Register map, names as in the netlist:
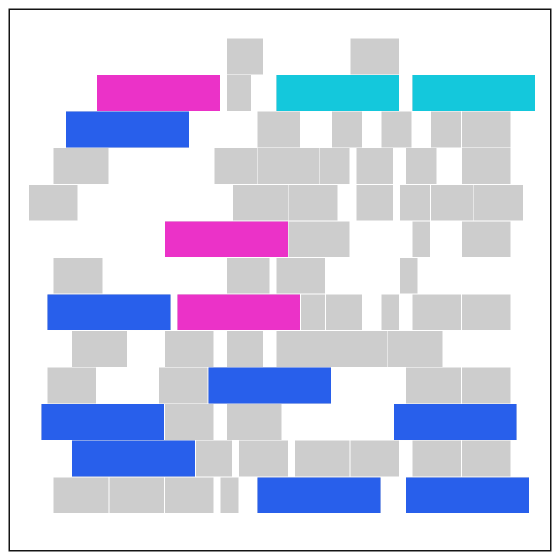
Wires at chosen ports, followed through buffers:
The bar under the picture is 10 microns long.
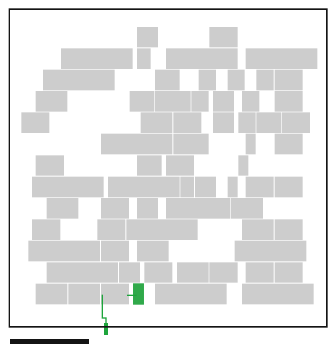
==> config.mk <==
export PLATFORM = sky130hd
export DESIGN_NAME = reg_readback_serializer
export DESIGN_NICKNAME = d
export VERILOG_FILES = /design/src/rtl/reg_readback_serializer.sv
export SDC_FILE = /design/constraint.sdc
export NUM_CORES = 1
export LEC_CHECK = 0
export CAP_MARGIN = 20
export CORE_UTILIZATION = 45
export DETAILED_ROUTE_END_ITERATION = 16
export GPL_TIMING_DRIVEN = 1
export PLACE_DENSITY = 0.75
export RECOVER_POWER = 100
export SYNTH_ARGS = -nofsm -noshare
export SYNTH_HDL_FRONTEND = slang
export SYNTH_SLANG_ARGS = --single-unit
export TNS_END_PERCENT = 10
==> constraint.sdc <==
create_clock -name clk -period 3.1 [get_ports clk]
set_input_delay 0.62 -clock clk [delete_from_list [all_inputs] [get_ports clk]]
set_output_delay 0.62 -clock clk [all_outputs]
set_load 0.01 [all_outputs]
==> src/rtl/reg_readback_serializer.sv <==
// reg_readback_serializer: captures a group of register q bits and streams them out
// one bit per valid/ready transfer, with busy/done status for the readback consumer.
module reg_readback_serializer #(
    parameter int WIDTH     = 8,
    parameter bit MSB_FIRST = 1'b1
) (
    input  logic             clk,
    input  logic             rst,
    input  logic             i_snap_req,
    input  logic [WIDTH-1:0] i_par_in,
    input  logic             i_ser_ready,
    output logic             o_ser_out,
    output logic             o_ser_valid,
    output logic             o_ser_last,
    output logic             o_snap_busy,
    output logic             o_snap_done
);
    localparam int CW = $clog2(WIDTH);
    localparam logic [CW-1:0] LAST = CW'(WIDTH - 1);

    typedef enum logic [1:0] {IDLE, SHIFT, DONE} state_t;

    state_t           r_state;
    logic [WIDTH-1:0] r_shadow;
    logic [CW-1:0]    r_cnt;
    logic             w_shift;
    logic             w_last;
    logic [CW-1:0]    w_idx;

    assign w_shift = r_state == SHIFT;
    assign w_last  = r_cnt == LAST;
    assign w_idx   = MSB_FIRST ? LAST - r_cnt : r_cnt;

    // Outputs decode registered state only, so none depends on an input this cycle.
    assign o_ser_valid = w_shift;
    assign o_ser_out   = w_shift & r_shadow[w_idx];
    assign o_ser_last  = w_shift & w_last;
    assign o_snap_busy = r_state != IDLE;
    assign o_snap_done = r_state == DONE;

    always_ff @(posedge clk or posedge rst) begin
        if (rst) begin
            r_state  <= IDLE;
            r_shadow <= '0;
            r_cnt    <= '0;
        end else begin
            case (r_state)
                IDLE: if (i_snap_req) begin
                    r_shadow <= i_par_in;
                    r_cnt    <= '0;
                    r_state  <= SHIFT;
                end
                SHIFT: if (i_ser_ready) begin
                    if (w_last) r_state <= DONE;
                    else r_cnt <= r_cnt + 1'b1;
                end
                DONE:    r_state <= IDLE;
                default: r_state <= IDLE;
            endcase
        end
    end
endmodule
==> reports/summary.json <==
{
  "mapped_nets": 62,
  "clock_buffer_count_from_cts": 3,
  "p_seq_share_pct": 43.1,
  "p_sw_share_pct": 31.8,
  "dpl-instance-area_sq_um": 835,
  "grt_setup_unrepaired": "no",
  "ys_area_sq_um": 656,
  "cell_type_count": 21,
  "layout.sequential_cells": 13,
  "timing.setup.critical_path_class": "register to output pin",
  "ys_sh_xor_pct": 0,
  "slew_limit_headroom_pct": 56.8,
  "postLayoutSetupSlackWorst_ns": 0.366,
  "crit_path_start_kind": "register",
  "mux_area_share_pct": 21.9,
  "route.met2.wl_microns": 517,
  "detailed_place_hpwl_microns": 845,
  "power-top-group": "registers",
  "area_leaders": "dfrtp_1 50%, mux2_2 15%, a22o_1 4.0%",
  "avgSynthCellArea_sq_um": 13.7,
  "clockBufferCount": 3,
  "status": "finished, final reports clean",
  "synth_flops": 13,
  "post_layout_nonfiller_instances": 83,
  "final_max_slew_viol_count": 0,
  "die.size.y_microns": 40.2,
  "grt_overflow": 0,
  "timing_worst_slew_pin_value_ns": 0.645,
  "number_of_antenna_violations_at_the_first_check_in_global_routing": 0,
  "n_antenna_cell": 0,
  "nets": 83,
  "cpPeakStageDelay_ns": 0.60,
  "hold_path.class": "register to register",
  "route.final.wire_length_microns": 1100,
  "grt_max_degree": 14,
  "setup_skew_after_layout_ns": 0.00472,
  "p_switching_mw": 0.232,
  "post_synth_most_frequent_cells": "13 x dfrtp_1, 9 x mux2_2, 3 x a22o_1",
  "vdd_ir_drop_max_uv": 497,
  "non_cts_inverters": 2,
  "drt_first_pass_iters": 4,
  "fin_worst_hold_slack_ns": 0.510,
  "flip_flops_with_a_built_in_enable": 0,
  "combAreaFraction_pct": 36.2,
  "port_buffers": 16,
  "met3_length_microns": 50,
  "floorplan.rows": 13,
  "die_width_microns": 40.2,
  "via_count": 451,
  "synth_stat.cells": 48,
  "crit_arrival_ns": 2.11,
  "final_layout_top_logic_cell": "dfrtp_1",
  "nNonClkBuffers": 16,
  "met1_wire_length_microns": 508,
  "power_consumed_by_combinational_cells_mw": 0.308,
  "clkTransAtPathRegs_ns": 0.09,
  "intPower_mw": 0.497,
  "post_synth_instance_area_sq_um": 656,
  "critPathCaptureType": "output pin",
  "grtUsageMet2_pct": 29.0,
  "initial_core_util_pct": 49.2,
  "top_logic_kind": "multiplexers",
  "synth.yosys.warnings": 0,
  "total_power_mw": 0.729,
  "yosysTopAreaCell": "dfrtp_1",
  "cts.path.max_buffers": 2,
  "grt_first_pass_wirelength_microns": 1840,
  "gr-usage-met3_pct": 3.33,
  "hold_violations": 0,
  "post_route_cells_drive_above_1_share_pct": 25.0,
  "crit_family": "buffers and inverters",
  "cts_setup_buffers": 0,
  "cts.htree.levels": 1,
  "synth-compound-area-share_pct": 9.16
}
Notes on 'register map, names as in the netlist' above:
[r_shadow] blue | sequential cells: 8
[r_cnt] magenta | sequential cells: 3
[r_state] cyan | sequential cells: 2
final cell utilization of the core: 63.4%
FF/Latch Area: 325 sq um

Notes on 'wires at chosen ports, followed through buffers' above:
[rst] green | bits: 1 | direction: input | end cells: 1 | buffers: 1 | wire: 5.10 microns

-- worst reg2reg max path: stages, from the launching register on --
cell and delay (ns):
dfrtp_1 0.46, or2_4 0.26, nor2_1 0.50, mux2_2 0.41
-- registers in the layout (all words and copies together), names as in the netlist --
name / cells
r_shadow: 8
r_state: 2
r_cnt: 3
-- final timing paths --
path	start	endpoint	slack (ns)	depth (start not counted)
max	r_cnt[2]	o_ser_out	0.37	4
min	r_shadow[1]	r_shadow[1]	0.51	1
max reg2reg	r_state[0]	r_shadow[3]	1.37	3
min reg2reg	r_shadow[1]	r_shadow[1]	0.51	1
max in group asynchronous	rst	r_state[0]	1.97	2
min in group asynchronous	rst	r_shadow[2]	0.79	2
Power is estimated from default activity; no workload was simulated.
